**config.mk**
```make
export PLATFORM = sky130hd
export DESIGN_NAME = simd_writeback_unit_flat
export DESIGN_NICKNAME = d
export VERILOG_FILES = /design/src/rtl/simd_writeback_unit_pkg.sv /design/src/rtl/simd_writeback_unit_if.sv /design/src/rtl/simd_wb_fifo.sv /design/src/rtl/simd_writeback_unit.sv /design/src/flat_wrapper.sv
export SDC_FILE = /design/constraint.sdc
export NUM_CORES = 1
export LEC_CHECK = 0
export ABC_AREA = 1
export CORE_ASPECT_RATIO = 1.5
export CORE_MARGIN = 4
export CORE_UTILIZATION = 55
export CTS_CLUSTER_DIAMETER = 50
export DETAILED_ROUTE_END_ITERATION = 10
export PLACE_DENSITY = 0.8
export SLEW_MARGIN = 15
export SYNTH_ARGS = -nofsm -noshare
export SYNTH_HDL_FRONTEND = slang
export SYNTH_SLANG_ARGS = --single-unit
```
**constraint.sdc**
```tcl
create_clock -name clk -period 4.8 [get_ports clk]
set_input_delay 0.96 -clock clk [delete_from_list [all_inputs] [get_ports clk]]
set_output_delay 0.96 -clock clk [all_outputs]
set_load 0.1 [all_outputs]
```
**src/rtl/simd_writeback_unit_pkg.sv**
```systemverilog
// Shared types for the SIMD writeback path: FSM state encoding and default widths.
package simd_pkg;

  localparam int SIMD_DATA_WIDTH = 32;
  localparam int SIMD_ADDR_WIDTH = 32;

  typedef enum logic [1:0] {
    WB_IDLE = 2'd0,
    WB_RUN  = 2'd1,
    WB_DONE = 2'd2
  } wb_state_e;

endpackage

```
**src/rtl/simd_writeback_unit_if.sv**
```systemverilog
// Bundle of job configuration, lane-result handshake and scratchpad write port.
interface simd_wb_if
  import simd_pkg::*;
#(
  parameter int DATA_WIDTH  = SIMD_DATA_WIDTH,
  parameter int ADDR_WIDTH  = SIMD_ADDR_WIDTH,
  parameter int COUNT_WIDTH = 16
);

  logic                   cfg_start;
  logic [ADDR_WIDTH-1:0]  cfg_base;
  logic [ADDR_WIDTH-1:0]  cfg_stride;
  logic [COUNT_WIDTH-1:0] cfg_count;

  logic                   res_valid;
  logic [DATA_WIDTH-1:0]  res_data;
  logic                   res_ready;

  logic                   wr_valid;
  logic [ADDR_WIDTH-1:0]  wr_addr;
  logic [DATA_WIDTH-1:0]  wr_data;
  logic                   wr_ready;

  logic                   busy;
  logic                   done;

  modport slave (
    input  cfg_start, cfg_base, cfg_stride, cfg_count,
    input  res_valid, res_data, wr_ready,
    output res_ready, wr_valid, wr_addr, wr_data, busy, done
  );

  modport master (
    output cfg_start, cfg_base, cfg_stride, cfg_count,
    output res_valid, res_data, wr_ready,
    input  res_ready, wr_valid, wr_addr, wr_data, busy, done
  );

endinterface

```
**src/rtl/simd_wb_fifo.sv**
```systemverilog
// Synchronous show-ahead FIFO: dout always presents the oldest entry; flush empties it.
module simd_wb_fifo #(
  parameter int DATA_WIDTH = 32,
  parameter int DEPTH      = 4,
  localparam int PTR_W     = $clog2(DEPTH),
  localparam int CNT_W     = PTR_W + 1
) (
  input  logic                  clk,
  input  logic                  reset,
  input  logic                  flush,
  input  logic                  push,
  input  logic                  pop,
  input  logic [DATA_WIDTH-1:0] din,
  output logic [DATA_WIDTH-1:0] dout,
  output logic [CNT_W-1:0]      count,
  output logic                  full,
  output logic                  empty
);

  logic [DATA_WIDTH-1:0] mem_q [DEPTH];
  logic [PTR_W-1:0]      wr_ptr_q, wr_ptr_d;
  logic [PTR_W-1:0]      rd_ptr_q, rd_ptr_d;
  logic [CNT_W-1:0]      count_q, count_d;
  logic                  do_push, do_pop;

  assign full    = (count_q == CNT_W'(DEPTH));
  assign empty   = (count_q == '0);
  assign do_push = push & ~full & ~flush;
  assign do_pop  = pop & ~empty;
  assign count   = count_q;
  assign dout    = mem_q[rd_ptr_q];

  always_comb begin
    wr_ptr_d = wr_ptr_q;
    rd_ptr_d = rd_ptr_q;
    count_d  = count_q;
    if (flush) begin
      wr_ptr_d = '0;
      rd_ptr_d = '0;
      count_d  = '0;
    end else begin
      if (do_push) wr_ptr_d = wr_ptr_q + PTR_W'(1);
      if (do_pop)  rd_ptr_d = rd_ptr_q + PTR_W'(1);
      case ({do_push, do_pop})
        2'b10:   count_d = count_q + CNT_W'(1);
        2'b01:   count_d = count_q - CNT_W'(1);
        default: count_d = count_q;
      endcase
    end
  end

  always_ff @(posedge clk or posedge reset) begin
    if (reset) begin
      wr_ptr_q <= '0;
      rd_ptr_q <= '0;
      count_q  <= '0;
    end else begin
      wr_ptr_q <= wr_ptr_d;
      rd_ptr_q <= rd_ptr_d;
      count_q  <= count_d;
    end
  end

  // Storage carries data only, so it is left out of the reset domain.
  always_ff @(posedge clk) begin
    if (do_push) mem_q[wr_ptr_q] <= din;
  end

endmodule

```
**src/rtl/simd_writeback_unit.sv**
```systemverilog
// Buffers lane results and drains them to the scratchpad at base + k*stride.
// Optional SIMD_WB_STALL_CNT_EN adds a saturating stall_cycles backpressure counter.
module simd_writeback_unit
  import simd_pkg::*;
#(
  parameter int DATA_WIDTH  = SIMD_DATA_WIDTH,
  parameter int ADDR_WIDTH  = SIMD_ADDR_WIDTH,
  parameter int FIFO_DEPTH  = 4,
  parameter int COUNT_WIDTH = 16
) (
  input  logic        clk,
  input  logic        reset,
  simd_wb_if.slave    wb
`ifdef SIMD_WB_STALL_CNT_EN
  ,
  output logic [31:0] stall_cycles
`endif
);

  localparam int CNT_W = $clog2(FIFO_DEPTH) + 1;

  wb_state_e              state_q, state_d;
  logic [ADDR_WIDTH-1:0]  addr_q, addr_d;
  logic [ADDR_WIDTH-1:0]  stride_q, stride_d;
  logic [COUNT_WIDTH-1:0] total_q, total_d;
  logic [COUNT_WIDTH-1:0] elem_q, elem_d;
  logic                   res_ready_q, res_ready_d;

  logic                   fifo_push, fifo_pop, fifo_flush;
  logic                   fifo_full, fifo_empty;
  logic [DATA_WIDTH-1:0]  fifo_dout;
  logic [CNT_W-1:0]       fifo_count, occ_next;
  logic                   wr_valid_w, last_pop;

  assign wr_valid_w = (state_q == WB_RUN) & ~fifo_empty;
  assign fifo_pop   = wr_valid_w & wb.wr_ready;
  assign fifo_push  = wb.res_valid & res_ready_q & ~fifo_full;
  assign last_pop   = fifo_pop & (elem_q == total_q - COUNT_WIDTH'(1));

  simd_wb_fifo #(
    .DATA_WIDTH (DATA_WIDTH),
    .DEPTH      (FIFO_DEPTH)
  ) u_fifo (
    .clk   (clk),
    .reset (reset),
    .flush (fifo_flush),
    .push  (fifo_push),
    .pop   (fifo_pop),
    .din   (wb.res_data),
    .dout  (fifo_dout),
    .count (fifo_count),
    .full  (fifo_full),
    .empty (fifo_empty)
  );

  always_comb begin
    state_d    = state_q;
    addr_d     = addr_q;
    stride_d   = stride_q;
    total_d    = total_q;
    elem_d     = elem_q;
    fifo_flush = 1'b0;
    case (state_q)
      WB_IDLE: begin
        if (wb.cfg_start) begin
          addr_d   = wb.cfg_base;
          stride_d = wb.cfg_stride;
          total_d  = wb.cfg_count;
          elem_d   = '0;
          state_d  = (wb.cfg_count == '0) ? WB_DONE : WB_RUN;
        end
      end
      WB_RUN: begin
        if (fifo_pop) begin
          addr_d = addr_q + stride_q;
          elem_d = elem_q + COUNT_WIDTH'(1);
          if (last_pop) state_d = WB_DONE;
        end
      end
      WB_DONE: begin
        fifo_flush = 1'b1;
        state_d    = WB_IDLE;
      end
      default: state_d = WB_IDLE;
    endcase
  end

  // res_ready looks at the occupancy this edge will leave behind, so a full
  // FIFO keeps it low for the whole cycle even when it is being popped.
  always_comb begin
    occ_next = fifo_count;
    case ({fifo_push, fifo_pop})
      2'b10:   occ_next = fifo_count + CNT_W'(1);
      2'b01:   occ_next = fifo_count - CNT_W'(1);
      default: occ_next = fifo_count;
    endcase
    res_ready_d = (state_d == WB_RUN) && (occ_next < CNT_W'(FIFO_DEPTH));
  end

  always_ff @(posedge clk or posedge reset) begin
    if (reset) begin
      state_q     <= WB_IDLE;
      addr_q      <= '0;
      stride_q    <= '0;
      total_q     <= '0;
      elem_q      <= '0;
      res_ready_q <= 1'b0;
    end else begin
      state_q     <= state_d;
      addr_q      <= addr_d;
      stride_q    <= stride_d;
      total_q     <= total_d;
      elem_q      <= elem_d;
      res_ready_q <= res_ready_d;
    end
  end

  assign wb.res_ready = res_ready_q;
  assign wb.wr_valid  = wr_valid_w;
  assign wb.wr_addr   = addr_q;
  assign wb.wr_data   = wr_valid_w ? fifo_dout : '0;
  assign wb.busy      = (state_q == WB_RUN);
  assign wb.done      = (state_q == WB_DONE);

`ifdef SIMD_WB_STALL_CNT_EN
  logic [31:0] stall_q, stall_d;

  function automatic logic [31:0] sat_inc32(input logic [31:0] v);
    return (v == 32'hFFFF_FFFF) ? v : v + 32'd1;
  endfunction

  always_comb begin
    stall_d = stall_q;
    if ((state_q == WB_IDLE) && wb.cfg_start) begin
      stall_d = '0;
    end else if (wr_valid_w && !wb.wr_ready) begin
      stall_d = sat_inc32(stall_q);
    end
  end

  always_ff @(posedge clk or posedge reset) begin
    if (reset) stall_q <= '0;
    else       stall_q <= stall_d;
  end

  assign stall_cycles = stall_q;
`endif

`ifndef SYNTHESIS
  a_res_no_drop: assert property (@(posedge clk) disable iff (reset)
    wb.res_valid |-> res_ready_q)
    else $error("res_valid asserted while res_ready low; result dropped");
`endif

endmodule
```
**src/flat_wrapper.sv**
```systemverilog
// flat-port wrapper written by rule: the top's interface ports become plain ports
module simd_writeback_unit_flat import simd_pkg::*;
#(
  parameter int DATA_WIDTH  = SIMD_DATA_WIDTH,
  parameter int ADDR_WIDTH  = SIMD_ADDR_WIDTH,
  parameter int FIFO_DEPTH  = 4,
  parameter int COUNT_WIDTH = 16
)
  (clk, reset, wb_cfg_start, wb_cfg_base, wb_cfg_stride, wb_cfg_count, wb_res_valid, wb_res_data, wb_wr_ready, wb_res_ready, wb_wr_valid, wb_wr_addr, wb_wr_data, wb_busy, wb_done);
  simd_wb_if #(.DATA_WIDTH(DATA_WIDTH), .ADDR_WIDTH(ADDR_WIDTH), .COUNT_WIDTH(COUNT_WIDTH)) wb_i ();
  input  logic clk;
  input  logic reset;
  input wire logic [$bits(wb_i.cfg_start)-1:0] wb_cfg_start;
  input wire logic [$bits(wb_i.cfg_base)-1:0] wb_cfg_base;
  input wire logic [$bits(wb_i.cfg_stride)-1:0] wb_cfg_stride;
  input wire logic [$bits(wb_i.cfg_count)-1:0] wb_cfg_count;
  input wire logic [$bits(wb_i.res_valid)-1:0] wb_res_valid;
  input wire logic [$bits(wb_i.res_data)-1:0] wb_res_data;
  input wire logic [$bits(wb_i.wr_ready)-1:0] wb_wr_ready;
  output wire logic [$bits(wb_i.res_ready)-1:0] wb_res_ready;
  output wire logic [$bits(wb_i.wr_valid)-1:0] wb_wr_valid;
  output wire logic [$bits(wb_i.wr_addr)-1:0] wb_wr_addr;
  output wire logic [$bits(wb_i.wr_data)-1:0] wb_wr_data;
  output wire logic [$bits(wb_i.busy)-1:0] wb_busy;
  output wire logic [$bits(wb_i.done)-1:0] wb_done;
  assign wb_i.cfg_start = wb_cfg_start;
  assign wb_i.cfg_base = wb_cfg_base;
  assign wb_i.cfg_stride = wb_cfg_stride;
  assign wb_i.cfg_count = wb_cfg_count;
  assign wb_i.res_valid = wb_res_valid;
  assign wb_i.res_data = wb_res_data;
  assign wb_i.wr_ready = wb_wr_ready;
  assign wb_res_ready = wb_i.res_ready;
  assign wb_wr_valid = wb_i.wr_valid;
  assign wb_wr_addr = wb_i.wr_addr;
  assign wb_wr_data = wb_i.wr_data;
  assign wb_busy = wb_i.busy;
  assign wb_done = wb_i.done;
  simd_writeback_unit #(.DATA_WIDTH(DATA_WIDTH), .ADDR_WIDTH(ADDR_WIDTH), .FIFO_DEPTH(FIFO_DEPTH), .COUNT_WIDTH(COUNT_WIDTH)) u_core (.clk(clk), .reset(reset), .wb(wb_i));
endmodule
```
==> results_slide.txt, run 1 <==
Synthesis and Place & Route Summary

Critical path
  • CP startpoint: u_core.state_q[1]
  • Crit path DAT: 2.54 ns
  • R2R setup slack: 2.11 ns
  • Critical Path Start Type: register
  • CP Max Fanout: about 50
  • Cells on worst reg2reg path: 9
  • Kind of critical path: register to primary output
  • R2R Path Start: u_core.state_q[1]

Detailed routing
  • # DRC: 0
  • Detailed Routing Iterations Pass 1: 5
  • 1st-iter DRT viols: 611

Synth
  • Synth cell types: 40
  • Yosys warns: 0
  • Top cells, area: edfxtp_1, dfrtp_1, nand2_1
  • Yosys chip area: around 0.012 sq mm
  • Ys async rst share: 45.30%
  • Area leader share: 31.40%

Clocking
  • Number of buffers created by CTS: 24
  • Sink Count: 234
  • Post-CTS Resized: 0
  • Clk slew on worst S/H paths: 0.06 ns

Outcome
  • Status: complete, no violations

GRT
  • Largest net degree at the start of global routing: 68
  • First-pass GRT wire length: roughly 50000 um
  • Total GRT Usage: 25.89%

STA
  • RSZ-0062 raised after global routing: no
  • Final hold violations: 0
  • Period utilization: 72.88%
  • PnR worst setup slack: 1.302 ns

Layout
  • Area Growth Syn to Fin: 24.37%
  • Top Layout Cells: nand2_1, nor2_1, clkdlybuf4s50_1
  • Diode count: 0
  • Fraction of layout cells with a size suffix above 1: 6.804%

Placement
  • Routability cong.: 0.9528
  • PortBufs: 184
  • Dpl cell area: about 0.014 sq mm
  • DP HPWL: 23090 um

Flow run
  • Max-Cap Viols: 0

Min path
  • HP Class: register to register

Floorplan
  • Rows: 66
## run 1: sequential cells by signal (all words and copies together), names as in the netlist
register	count
u_core.elem_q	16
u_core.stride_q	32
u_core.state_q	2
u_core.u_fifo.count	3
u_core.u_fifo.wr_ptr_q	2
u_core.wb.res_ready	1
u_core.u_fifo.rd_ptr_q	2
u_core.total_q	16
u_core.wb.wr_addr	32
u_core.u_fifo.mem_q	128
## run 1: critical path: stages, from the launching register on
cell     delay, ns
dfrtp_1       0.41
nor2_4        0.12
buf_4         0.50
nand2_1       0.10
buf_4         0.28
a21oi_1       0.25
buf_4         0.34
## run 1: worst min path at each step
stage | startpoint | to | cells after the start
floorplan | u_core.stride_q[0] | u_core.stride_q[0] | 2
global placement | u_core.stride_q[19] | u_core.stride_q[19] | 2
detailed placement | u_core.stride_q[22] | u_core.stride_q[22] | 2
CTS | u_core.stride_q[22] | u_core.stride_q[22] | 2
global route | u_core.stride_q[22] | u_core.stride_q[22] | 2
finish | u_core.stride_q[22] | u_core.stride_q[22] | 2
## run 1: synth_stat cells, types with 2 or more instances
master,instances
or2_2,3
o21ai_1,6
xor2_1,17
clkbuf_1,35
nand4_1,8
xnor2_1,12
inv_1,114
nand3_1,61
ha_1,43
nand2_2,3
nor2_1,251
clkinv_1,2
o21a_1,7
nor2_4,4
a31oi_1,6
a21oi_1,98
buf_2,4
mux2_2,2
nand2_4,2
buf_1,10
nor3_1,19
inv_2,3
edfxtp_1,128
dfrtp_1,106
nand2_1,364
nor4_1,3
o21ai_0,127
o21bai_1,4
nand3b_1,3
nand3_2,2
## run 1: layer usage
metal | part of all wire, % | vias to the layer above | wire length, um | GRT usage, %
met4 | 2.8 | 0 | 894 | 7.800
met2 | 54 | 307 | 17350 | 48.69
met5 | 0 | - | 0 | 0
met3 | 5.2 | 61 | 1670 | 2.915
li1 | - | 5132 | - | -
met1 | 38 | 4970 | 12430 | 30.52
## run 1: cell type report
class | count | area [sq um] | share of cell area (%)
tap | 272 | 340.3 | 2.236
clock inverter | 17 | 224.0 | 1.471
sequential | 234 | 6497 | 42.68
timing repair buffer | 195 | 1954 | 12.84
multi-input combinational | 1054 | 5135 | 33.73
inverter | 119 | 449.2 | 2.951
clock buffer | 27 | 621.8 | 4.085
## run 1: logic make-up (layout without fill, tap and decap cells)
logic type	after synthesis	count (layout)	share of synthesized area, %
adders and majority gates	44	44	4.559
buffers and inverters	169	358	5.234
muxes	2	2	0.1840
and+or+nand+nor	726	726	24.15
AOI/OAI and AO/OA	253	253	10.72
DFF	234	234	53.08
xor gates and xnor gates	29	29	2.075
## run 1: per-stage QoR
stage	hold slack [ns]	utilization (%)
6_report	0.4820	69.82
5_1_grt	0.5097	69.82
4_1_cts	0.4862	69.82
3_5_place_dp	0.4698	65.94
3_3_place_gp	0.4670	65.94
2_1_floorplan	0.4528	-
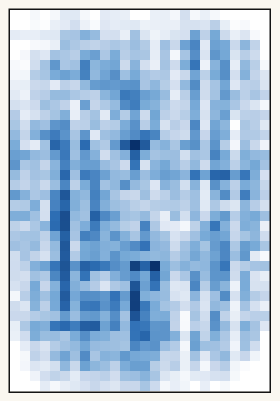
(run_1/metal_density.png)
Scale: 2 px per um. The die is cut into 26 by 38 equal tiles; white is low, dark blue is high, scaled to the fullest tile. Values are wire area over tile area, all layers added.
tiles over half the peak	24%
mean over tiles	0.21
nearly empty tiles	4.7%
fullest tile	0.58
final wirelength: 32340 um
wire length per cell: 16.86 um

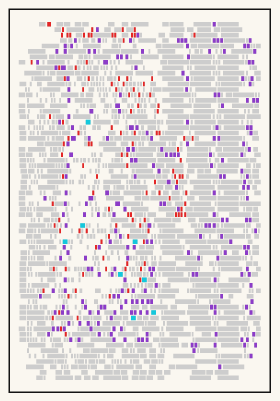
(run_1/logic_types.png)
Scale: 2 px per um.
family	color	cells	most used
inverting AOI/OAI gates	purple	245	o21ai_0
inverters	red	119	inv_1
AND-OR and OR-AND gates	cyan	8	o21a_1
non-filler cells, final: 1918
Top cell excl fill/tap: nand2_1
Comb area share: 33.73%

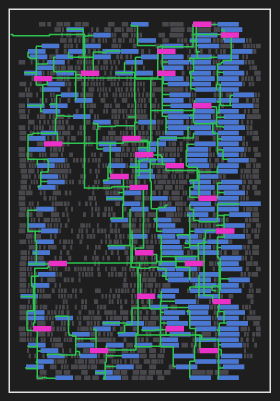
(run_1/clk_routes.png)
Scale: 2 px per um.
[clock drivers] magenta | count: 24
[flip-flops] blue | count: 234
[clock wires] green | length: 2750 um
routed clock nets	25
clk latency late pin: 0.52 ns
setup skew after layout: 0.01028 ns

==> run_1/io_fan.png <==
Scale: 2 px per um.
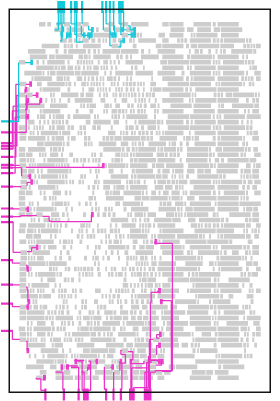

## Run 2: what changed since run 1
clock period = 3.65 ns   (was 4.8 ns; I/O delays follow)
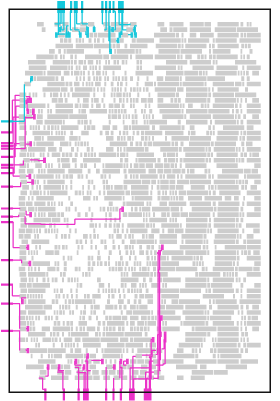
(run_2/io_fan.png)
Scale: 2 px per um.
port	color	bits	direction	edge	end cells	buffers	wire
wb_cfg_count	cyan	16	input	15 north, 1 west	16	16	238 um
wb_cfg_stride	magenta	32	input	16 west, 16 south	32	32	821 um
PortBufs: 184
I/O pin count: 185

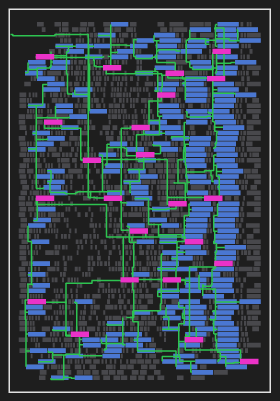
(run_2/clk_routes.png)
Scale: 2 px per um.
[clock drivers] magenta | count: 23
[clock wires] green | length: 2690 um
[flip-flops] blue | count: 234
flops lie	widely spread
routed clock nets	24
setup skew after layout: 0.01428 ns

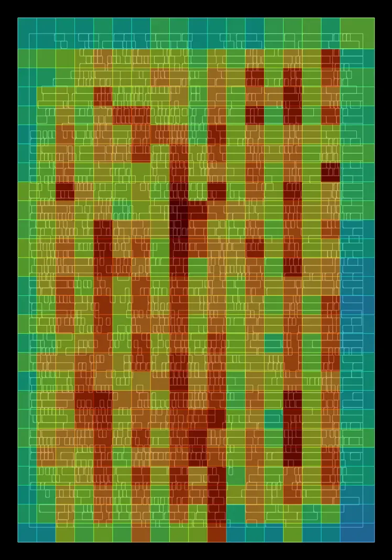
(run_2/congestion.png)
Util after Layout: 71.17%
wire length per cell: 16.63 um

==> results_slide.txt, run 2 <==
Synthesis and Place & Route Summary

Placement
  • Dpl cell area: 0.01474 sq mm (+2.5%)
  • Routability cong.: 0.9749 (+2.3%)
  • DP HPWL: 22850 um (-1.0%)
  • Pre-CTS setup slack: 0.6867 ns
  • Post-Place Cells: ~1.9k

Layout
  • Diode count: 0 (unchanged)
  • Final Cell Area: about 0.016 sq mm
  • Fraction of layout cells with a size suffix above 1: 7.104% (+0.30 points)
  • Top reg by flops: u_core.u_fifo.mem_q
  • Area Growth Syn to Fin: 26.76%
  • Max reg flops: 128 (unchanged)
  • Non-filler cells, final: 1919 (+0.052%)
  • Top cell excl fill/tap: nand2_1
  • Top Layout Cells: nand2_1, nor2_1, clkdlybuf4s50_1
  • Total Nets Final: between 1.5k and 2k

Clocking
  • Clk slew on worst S/H paths: 0.07 ns (about the same)
  • Clock Path Buffers: 3
  • Sink Count: 234 (unchanged)
  • Clk latency late pin: 0.52 ns (about the same)
  • Number of buffers created by CTS: 23 (-4.2%)

Synth
  • Top cells, area: edfxtp_1, dfrtp_1, nand2_1
  • Ys async rst share: 45.30% (unchanged)
  • Yosys chip area: 0.01224 sq mm (unchanged)
  • Synth Area per Inst: 8.400 sq um
  • Top-count cell post-synth: nand2_1
  • Post-Syn Nets: 1618
  • Synth cell types: 40 (unchanged)
  • Commonest cells post-synth: nand2_1, nor2_1, edfxtp_1
  • Area leader share: 31.40% (unchanged)
  • Yosys warns: 0 (unchanged)
  • Dominant Register Cell: edfxtp_1

STA
  • RSZ-0062 raised after global routing: no
  • Hold_ws: 0.4886 ns (+0.006538 ns)
  • TNS Setup: 0 ns
  • Final hold violations: 0 (unchanged)
  • Final tally of setup violations: 0
  • FMAX: 311.8 MHz
  • Period utilization: 87.87%
  • PnR worst setup slack: 0.4426 ns (-0.8593 ns)

Detailed routing
  • Final antenna-violating net count: 0
  • Total number of vias: 10.44k
  • Detailed Routing Iterations Pass 1: 5 (unchanged)
  • 1st-iter DRT viols: 555 (-9.2%)
  • # DRC: 0 (unchanged)
  • Final wirelength: 31920 um (-1.3%)

Min path
  • HP Class: register to register

GRT
  • Vias in the first global route: 10.68k
  • Initial antenna violation count: 0
  • First-pass GRT wire length: 50890 um (-0.54%)
  • Largest net degree at the start of global routing: 68 (unchanged)
  • Total GRT Usage: 25.61% (-0.28 points)

Critical path
  • Crit path DAT: 2.48 ns (-0.06 ns)
  • CP Max Fanout: 67 (+34%)
  • Kind of critical path: register to primary output
  • R2R setup slack: 1.08 ns (-1.03 ns)
  • Critical Path Start Type: register

Outcome
  • Status: complete, no violations

Flow run
  • Max-Cap Viols: 0 (unchanged)
  • Tool warnings: 32

Floorplan
  • Rows: 66 (unchanged)
  • CORE AREA: ~0.022 sq mm
==> run 2: cell count changes in the layout (fill, tap and decap cells not counted), moves of 2 or more <==
cell / change
buf_12: +28
buf_4: -22
bufinv_16: -2
clkdlybuf4s50_1: -3
clkinv_4: +5
clkinvlp_4: -2
inv_6: +2
==> run 2: logic make-up (layout without fill, tap and decap cells) <==
kind of cell | count (synthesis) | in the layout | synth area share (%)
AND-OR/OR-AND | 253 | 253 | 10.72
XOR/XNOR | 29 | 29 | 2.075
adder cells (fa/ha/maj) | 44 | 44 | 4.559
buffers and inverters | 169 | 359 | 5.234
flip-flops | 234 | 234 | 53.08
multiplexers | 2 | 2 | 0.1840
AND/OR/NAND/NOR | 726 | 726 | 24.15
==> run 2: layer usage <==
layer	wire length, um	global-route usage (%)	part of all wire [%]
met2	17340	48.41	54
met4	1098	11.16	3.4
met1	11820	28.45	37
met5	0	0	0
met3	1661	2.719	5.2
==> run 2: layout make-up <==
| class | instances | area (sq um) | area share [%] |
|---|---|---|---|
| Multi-Input combinational cell | 1054 | 5135 | 33.10 |
| Clock inverter | 17 | 186.4 | 1.202 |
| Clock buffer | 25 | 583.1 | 3.758 |
| Timing Repair Buffer | 198 | 2320 | 14.95 |
| Tap cell | 272 | 340.3 | 2.194 |
| Inverter | 119 | 452.9 | 2.919 |
| Sequential cell | 234 | 6497 | 41.88 |
==> run 2: timing repair <==
| item | 4_1_cts | 5_1_grt |
|---|---|---|
| setup buffers | 0 | 0 |
| resized | 0 | 1 |
| endpoints found under the setup margin | 0 | 6 |
==> run 2: path summary, 6_finish.rpt <==
path	cells after the start	startpoint	to
worst max-delay path	4	u_core.u_fifo.rd_ptr_q[0]	wb_wr_data[3]
worst min-delay path	2	u_core.stride_q[17]	u_core.stride_q[17]
worst max register to register	15	u_core.wb.wr_addr[0]	u_core.wb.wr_addr[22]
worst min register to register	2	u_core.stride_q[17]	u_core.stride_q[17]
max in group asynchronous	3	reset	u_core.wb.wr_addr[4]
min in group asynchronous	2	reset	u_core.total_q[7]
==> run 2: worst max-delay path, stage by stage, from the launching register on <==
cell and delay [ns]:
dfrtp_2 0.41, inv_2 0.69, o21ai_0 0.26, a21oi_1 0.35
buf_12 0.22
==> run_2/metal_density.png <==
Scale: 2 px per um. The die is cut into 26 by 38 equal tiles; white is low, dark blue is high, scaled to the fullest tile. Values are wire area over tile area, all layers added.
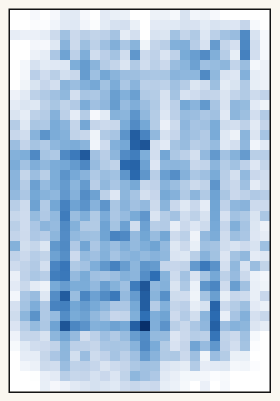

## Run 3: what changed since run 2
SETUP_SLACK_MARGIN = 0.15   (was default)
SYNTH_HIERARCHICAL = 1   (was default)
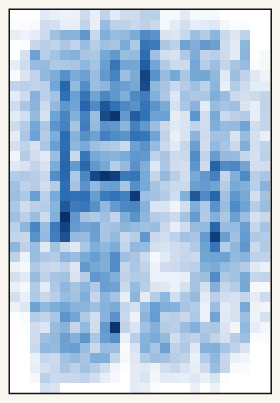
(run_3/metal_density.png)
Scale: 2 px per um. The die is cut into 26 by 38 equal tiles; white is low, dark blue is high, scaled to the fullest tile. Values are wire area over tile area, all layers added.
total number of vias: 10.46k
Total GRT Usage: 25.50%

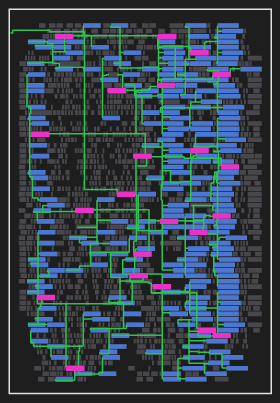
(run_3/clk_routes.png)
Scale: 2 px per um.
[clock wires] green | length: 2690 um
[clock drivers] magenta | count: 22
[flip-flops] blue | count: 234
flops lie	widely spread

==> results_slide.txt, run 3 <==
Synthesis and Place & Route Summary

Detailed routing
  • Metal-1 WL: 12330 um (+4.3%)
  • 1st-iter DRT viols: 733 (+32%)
  • Final wirelength: 31990 um (+0.23%)
  • Final antenna-violating net count: 0 (unchanged)
  • Metal2 WL: 16790 um (-3.2%)
  • Wire length per cell: 16.74 um (+0.65%)

Synth
  • Synth cell types: 45 (+13%)
  • Dominant Register Cell: edfxtp_1
  • Top cells, area: edfxtp_1, dfrtp_1, nand2_1
  • Area leader share: 31.18% (-0.23 points)
  • Ys async rst share: 45.30% (unchanged)
  • Post-Syn Nets: 1603 (-0.93%)
  • Top-count cell post-synth: nand2_1

Critical path
  • Critical Path Start Type: register
  • CP Max Fanout: 52 (-22%)
  • Cells on worst reg2reg path: 16 (+1)
  • Crit-path most repeated cell: buf_12
  • R2R setup slack: 1.01 ns (-0.07 ns)
  • Crit path DAT: 2.52 ns (+0.04 ns)
  • R2R Path Start: u_core/u_fifo/count[1]

Layout
  • Area Growth Syn to Fin: 26.72% (about the same)
  • Util after Layout: 71.40% (+0.23 points)
  • Max reg flops: 128 (unchanged)

Clocking
  • Post-CTS Resized: 0 (unchanged)
  • Clk slew on worst S/H paths: 0.07 ns (about the same)
  • Clk latency late pin: 0.51 ns (about the same)
  • Post-CTS Setup Bufs: 0 (unchanged)

GRT
  • Vias in the first global route: 10.62k (-0.60%)
  • Largest net degree at the start of global routing: 61 (-10%)
  • First-pass GRT wire length: 51120 um (+0.45%)

Placement
  • Post-Place Cells: 1871 (-0.32%)
  • PortBufs: 184 (unchanged)
  • Dpl cell area: 0.01477 sq mm (+0.19%)

Flow run
  • Max-Cap Viols: 0 (unchanged)

Floorplan
  • Rows: 66 (unchanged)
  • CORE AREA: 0.02188 sq mm (+0.38%)

Min path
  • Min-Delay Path Depth: 2 (unchanged)

STA
  • Hold_ws: 0.4767 ns (-0.01191 ns)
  • FMAX: 307.5 MHz (-1.4%)

Outcome
  • Status: complete, no violations
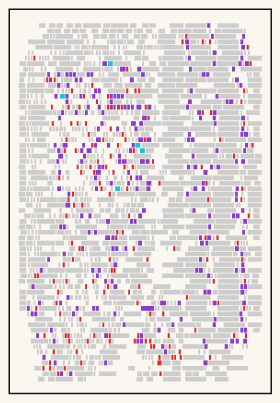
(run_3/logic_types.png)
Scale: 2 px per um.
non-filler cells, final: 1911
Comb area share: 32.29%

[run 3: layer usage]
layer / GRT usage, % / vias to the layer above
li1: - / 5116
met1: 29.76 / 4919
met2: 47.09 / 351
met3: 4.026 / 69
met4: 8.200 / 4
met5: 0 / -
[run 3: path summary, 6_finish.rpt]
path                                        endpoint
max                                   wb_wr_data[25]
min                              u_core/stride_q[26]
max reg2reg                   u_core/u_fifo/count[2]
min reg2reg                      u_core/stride_q[26]
max in group asynchronous          u_core/total_q[5]
min in group asynchronous  u_core/u_fifo/wr_ptr_q[0]
[run 3: logic make-up (layout without fill, tap and decap cells)]
| kind of cell | Yosys count | after routing | synth area share [%] |
|---|---|---|---|
| xor+xnor | 27 | 27 | 1.918 |
| fa+ha+maj | 41 | 41 | 4.283 |
| compound gates | 251 | 251 | 11.26 |
| buf+inv | 203 | 397 | 6.688 |
| simple gates | 689 | 689 | 23.16 |
| flops | 234 | 234 | 52.69 |
[run 3: final cells by class]
type	count	area [sq um]	share of cell area, %
clock buffer	28	604.3	3.868
inverter	157	591.8	3.788
timing repair buffer	200	2295	14.69
multi-input combinational	1008	5045	32.29
sequential	234	6497	41.59
tap	272	340.3	2.178
clock inverter	12	250.2	1.602
[run 3: through the flow]
step / setup WS (ns)
2_1_floorplan: 0.06761
3_3_place_gp: 0.7601
3_5_place_dp: 0.6933
4_1_cts: 0.3788
5_1_grt: 0.2153
6_report: 0.3978
[run 3: critical path: cells and delay by family (launching register included)]
family                 cells  cell delay (ns)
DFF                        1             0.60
buffers and inverters      4             0.84
and+or+nand+nor            1             0.19
AOI/OAI and AO/OA          2             0.35
